## src/rtl/wakeup_tag_broadcaster.sv

```systemverilog
// Transmit side of the scheduler wakeup bus: per-lane delay lines that broadcast each
// destination tag in the cycle its result becomes bypassable, plus a slot-free mask for select.
module wakeup_tag_broadcaster #(
    parameter int WAKEUP_WIDTH      = 4,
    parameter int INT_ISSUE_WIDTH   = 2,
    parameter int MAX_LATENCY       = 4,
    parameter int REG_NUM_BIT_WIDTH = 7,
    parameter int LAT_BIT_WIDTH     = $clog2(MAX_LATENCY + 1)
) (
    input  logic                                            clk,
    input  logic                                            rst,
    input  logic                                            stall,
    input  logic                                            flush,
    input  logic [WAKEUP_WIDTH-1:0]                         issue,
    input  logic [WAKEUP_WIDTH-1:0]                         issueDstValid,
    input  logic [WAKEUP_WIDTH-1:0][REG_NUM_BIT_WIDTH-1:0]  issueDstRegNum,
    input  logic [WAKEUP_WIDTH-1:0][LAT_BIT_WIDTH-1:0]      issueLatency,
    output logic [WAKEUP_WIDTH-1:0][MAX_LATENCY-1:0]        slotFree,
    output logic [WAKEUP_WIDTH-1:0]                         wakeup,
    output logic [WAKEUP_WIDTH-1:0]                         wakeupDstValid,
    output logic [WAKEUP_WIDTH-1:0][REG_NUM_BIT_WIDTH-1:0]  wakeupDstRegNum,
    output logic                                            busy,
    output logic                                            collision
);

    localparam int DEPTH = MAX_LATENCY - 1;
    localparam logic [LAT_BIT_WIDTH-1:0] LAT_ONE = LAT_BIT_WIDTH'(1);
    localparam logic [LAT_BIT_WIDTH-1:0] LAT_MAX = LAT_BIT_WIDTH'(MAX_LATENCY);

    typedef struct packed {
        logic                         valid;
        logic                         dstValid;
        logic [REG_NUM_BIT_WIDTH-1:0] regNum;
    } pendEntry_t;

    logic [WAKEUP_WIDTH-1:0] laneBusy;
    logic [WAKEUP_WIDTH-1:0] laneCollide;

    for (genvar k = 0; k < WAKEUP_WIDTH; k++) begin : gLane
        localparam bit IS_INT_LANE = (k < INT_ISSUE_WIDTH);

        pendEntry_t                   pend     [DEPTH];
        pendEntry_t                   pendNext [DEPTH];
        pendEntry_t                   newEntry;
        logic                         active;
        logic                         accept;
        logic                         targetBusy;
        logic [LAT_BIT_WIDTH-1:0]     lat;
        logic [MAX_LATENCY-1:0]       occ;
        logic                         laneWake;
        logic                         laneDstValid;
        logic [REG_NUM_BIT_WIDTH-1:0] laneRegNum;

        assign active = !(stall && IS_INT_LANE);

        // Latency 0 behaves as a bypass op; oversize latencies use the deepest slot.
        always_comb begin
            if (issueLatency[k] == '0) begin
                lat = LAT_ONE;
            end else if (issueLatency[k] > LAT_MAX) begin
                lat = LAT_MAX;
            end else begin
                lat = issueLatency[k];
            end
        end

        // occ[j] is the slot an op of latency j+1 would land in; the top bit has no entry.
        always_comb begin
            occ = '0;
            for (int d = 0; d < DEPTH; d++) begin
                occ[d] = pend[d].valid;
            end
        end

        always_comb begin
            newEntry.valid    = 1'b1;
            newEntry.dstValid = issueDstValid[k];
            newEntry.regNum   = issueDstRegNum[k];

            targetBusy = 1'b0;
            for (int j = 0; j < MAX_LATENCY; j++) begin
                if (lat == LAT_BIT_WIDTH'(j + 1)) begin
                    targetBusy = occ[j];
                end
            end

            accept = issue[k] && active && !flush;

            laneWake     = 1'b0;
            laneDstValid = 1'b0;
            laneRegNum   = '0;
            if (active && !flush && !rst) begin
                if (pend[0].valid) begin
                    laneWake     = 1'b1;
                    laneDstValid = pend[0].dstValid;
                    laneRegNum   = pend[0].regNum;
                end else if (accept && lat == LAT_ONE) begin
                    laneWake     = 1'b1;
                    laneDstValid = newEntry.dstValid;
                    laneRegNum   = newEntry.regNum;
                end
            end

            for (int d = 0; d < DEPTH; d++) begin
                pendNext[d] = pend[d];
            end
            if (active) begin
                for (int d = 0; d < DEPTH - 1; d++) begin
                    pendNext[d] = pend[d + 1];
                end
                pendNext[DEPTH-1] = '0;
                // A pending op always wins its slot; the colliding new op is dropped.
                if (accept && !targetBusy) begin
                    for (int d = 0; d < DEPTH; d++) begin
                        if (lat == LAT_BIT_WIDTH'(d + 2)) begin
                            pendNext[d] = newEntry;
                        end
                    end
                end
            end
        end

        always_ff @(posedge clk) begin
            for (int d = 0; d < DEPTH; d++) begin
                if (rst || flush) begin
                    pend[d] <= '0;
                end else begin
                    pend[d] <= pendNext[d];
                end
            end
        end

        assign laneCollide[k]     = accept && targetBusy;
        assign laneBusy[k]        = |occ;
        assign slotFree[k]        = active ? ~occ : '0;
        assign wakeup[k]          = laneWake;
        assign wakeupDstValid[k]  = laneDstValid;
        assign wakeupDstRegNum[k] = laneRegNum;
    end

    assign busy = |laneBusy;

    always_ff @(posedge clk) begin
        if (rst) begin
            collision <= 1'b0;
        end else if (|laneCollide) begin
            collision <= 1'b1;
        end
    end

endmodule

```

## config.mk

```make
export PLATFORM = sky130hd
export DESIGN_NAME = wakeup_tag_broadcaster
export DESIGN_NICKNAME = d
export VERILOG_FILES = /design/src/rtl/wakeup_tag_broadcaster.sv
export SDC_FILE = /design/constraint.sdc
export NUM_CORES = 1
export LEC_CHECK = 0
export CORE_ASPECT_RATIO = 1.1
export CORE_MARGIN = 2
export CORE_UTILIZATION = 47
export CTS_BUF_LIST = sky130_fd_sc_hd__clkbuf_2
export CTS_CLUSTER_SIZE = 24
export DETAILED_ROUTE_END_ITERATION = 6
export GPL_TIMING_DRIVEN = 0
export PLACE_DENSITY_LB_ADDON = 0.08
export SETUP_SLACK_MARGIN = 0.3
export SLEW_MARGIN = 20
export SYNTH_ARGS = -nofsm -noshare
export SYNTH_HDL_FRONTEND = slang
export SYNTH_SLANG_ARGS = --single-unit
```

## constraint.sdc

```tcl
create_clock -name clk -period 1.5 [get_ports clk]
set_input_delay 0.225 -clock clk [delete_from_list [all_inputs] [get_ports clk]]
set_output_delay 0.225 -clock clk [all_outputs]
set_load 0.02 [all_outputs]
```

Fig. 1: M1 wires
Scale: 3 px per um. Cells faint in the background.
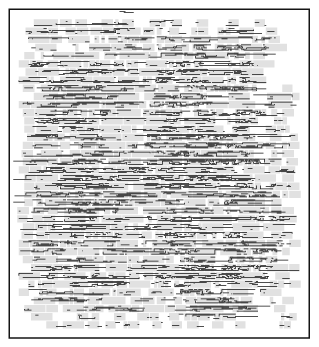
share of all routed wire: 38%
longest straight run: 35.0 um
wire length on this layer: 6070 um

Fig. 2: metal 2
Scale: 4 px per um.
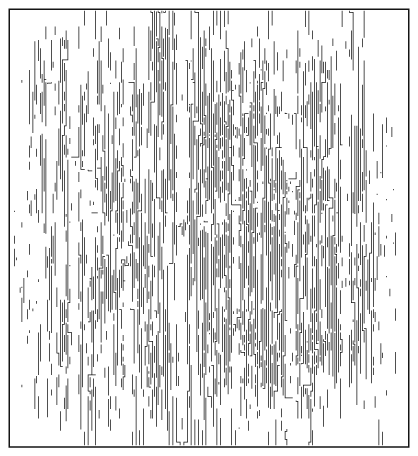
wire length on this layer: 8080 um
main direction: vertical
share of all routed wire: 51%

Fig. 3: M3 wires
Scale: 2 px per um. Cells faint in the background.
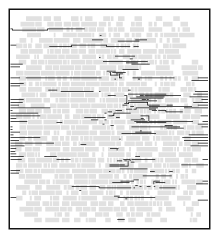
longest straight run: 37.5 um
wire length on this layer: 1120 um

Fig. 4: M4 wires
Scale: 2 px per um. Cells faint in the background.
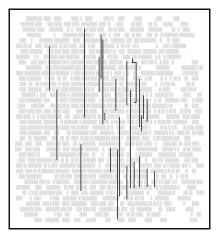
main direction: vertical
wire length on this layer: 518 um
share of all routed wire: 3.3%
longest straight run: 49.0 um
routed wire length: 15.8 mm
vias: 4849

Fig. 5: track usage over the die
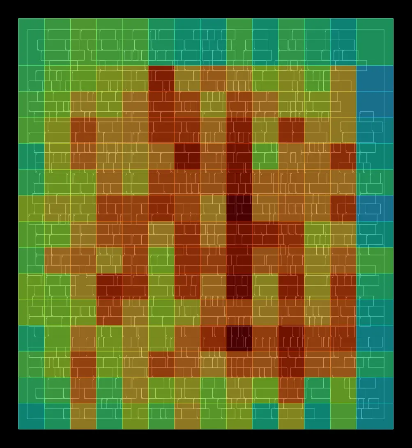
final core occ: 78.5%
Avg WL per Cell: 18.8 um
GRT Max-Usage Layer: met2

-- what timing repair did --
action,in CTS,in global routing
gates cloned,4,4
buffers inserted,26,17
resized,404,98
endpoints found under the setup margin,129,101
pin swaps,26,37
-- cells by family after synthesis --
family,count (synthesis)
compound gates,105
mux,66
other cells,1
flops,109
buf+inv,63
simple gates,208
-- cells in the mapped netlist, types with 2 or more instances --
library cell,number,area [um2]
dfxtp_1,109,2180
o21ai_0,36,180
inv_1,13,48.8
a22oi_1,16,120
and3_1,7,43.8
o211ai_1,3,22.5
mux2i_1,66,661
a31oi_1,9,56.3
nor2_1,108,405
a21oi_1,35,175
clkbuf_1,20,75.1
a221oi_1,2,17.5
nand3_1,5,25.0
nand4_1,2,12.5
buf_2,8,40.0
o21ai_1,3,15.0
and2_1,16,100
nor4_1,3,18.8
nand2_1,30,113
buf_4,14,105
nor3_1,25,125
buf_1,7,26.3
nor2b_1,2,12.5
nor4b_4,2,47.6
nor3b_1,4,30.0
-- where the power goes --
group	leakage, nW	internal (W)	switching, W
clock network	0.0686	0.000400	0.00102
logic	2.07	0.000461	0.000500
registers	0.892	0.00295	0.0000418
-- flip-flops by register name, indices dropped and copies added (netlist names) --
| signal | cells |
|---|---|
| collision | 1 |
| gLane.pend | 108 |
-- final cells by class --
cell class | count | area (um2)
inverters | 13 | 67.6
plain buffers | 50 | 432
fillers | 639 | 2110
flip-flops and latches | 109 | 2230
well taps | 120 | 150
clock inverters | 5 | 58.8
repair buffers | 149 | 1630
multi-input cells | 383 | 3070
clock buffers | 11 | 55.1
-- worst paths after layout --
kind	start	end	slack [ps]
max	gLane[0].pend[0][8]$_SDFFE_PN0N_	busy	-550
min	issueLatency[1]	gLane[0].pend[0][8]$_SDFFE_PN0N_	4
max reg2reg	gLane[2].pend[1][8]$_SDFF_PN0_	gLane[2].pend[0][0]$_SDFF_PN0_	190
min reg2reg	gLane[0].pend[1][1]$_SDFFE_PN0N_	gLane[0].pend[0][1]$_SDFFE_PN0N_	480
-- per-layer routing --
layer  up-vias  share of wire (%)  GRT usage (%)
li1       2214                  -              -
met1      2348                 38           32.6
met2       235                 51           45.9
met3        52                7.1           4.55
met4         0                3.3           8.61
met5         -                  0              0
-- through the flow --
stage	util, %	cell area, um2	setup TNS [ps]
floorplan	-	5070	0
global placement	63.5	6220	-69350
detailed placement	63.5	6220	-71560
CTS	72.8	7130	-15340
global route	78.5	7690	-20280
finish	78.5	7690	-18130
-- worst reg2reg max path, stage by stage (launching register included) --
cell and delay [ps]:
dfxtp_4 420, buf_6 120, buf_6 110, nor2_4 100
nand3_4 110, buf_6 170, mux2i_1 160, nor2_1 60
-- placed cells by master (no fill, tap or decap), types with 15 or more instances in the layout --
| cell | instances |
|---|---|
| clkdlybuf4s50_1 | 43 |
| nor2_1 | 69 |
| dfxtp_1 | 96 |
| buf_4 | 28 |
| a21oi_1 | 19 |
| a21oi_2 | 16 |
| nor3_1 | 19 |
| and2_1 | 16 |
| o21ai_0 | 36 |
| clkbuf_2 | 15 |
| nor2_4 | 25 |
| a22oi_1 | 16 |
| nand2_1 | 27 |
| buf_6 | 72 |
| mux2i_1 | 41 |
| mux2i_4 | 19 |
==> impl_metrics.py <==
# Generated from Yosys and OpenROAD reports
metrics = {
    "timing": {
        "tightest_slew_ps": 1040,
        "finalSetupViolations": 48,
        "fin_ws_ps": -555,
        "fin_worst_skew_ps": 25.7,
        "finalHoldViolations": 0,
        "fin_crit_ps": 2050,
    },
    "setup_path": {
        "required_ps": 1270,
        "critical_path_depth": 4,
        "cp_cell_sequence": "clkbuf_16 -> nor4_4 -> nand3_2 -> buf_6",
        "cp_top_family": "flip-flops",
        "reg2reg_depth": 7,
    },
    "clock_tree": {
        "cts.sinks": 109,
        "clk_pin_slew_ps": 290,
        "insertion_delay_ps": 640,
    },
    "yosys": {
        "yosys.area_share.xor_xnor_pct": 0,
        "synth_area_um2": 4720,
        "yosysUniqueCellTypes": 32,
        "syn-instance-count": 552,
        "ff_type": "dfxtp_1",
    },
    "run_status": {
        "violations": "negative setup slack",
        "status": "finished with violations",
    },
    "die": {
        "die_w_um": 99.5,
        "fp_util_pct": 48.1,
        "fp.dieH_um": 109,
    },
    "place": {
        "dpl.hpwl_mm": 8.73,
    },
    "global_routing": {
        "grt_pass1_wl_mm": 22.4,
        "grt_max_degree": 18,
    },
    "power_and_ir_drop": {
        "p_per_area_nw_per_um2": 698,
    },
}
No activity file was given, so power comes from the tool's default toggle rates.
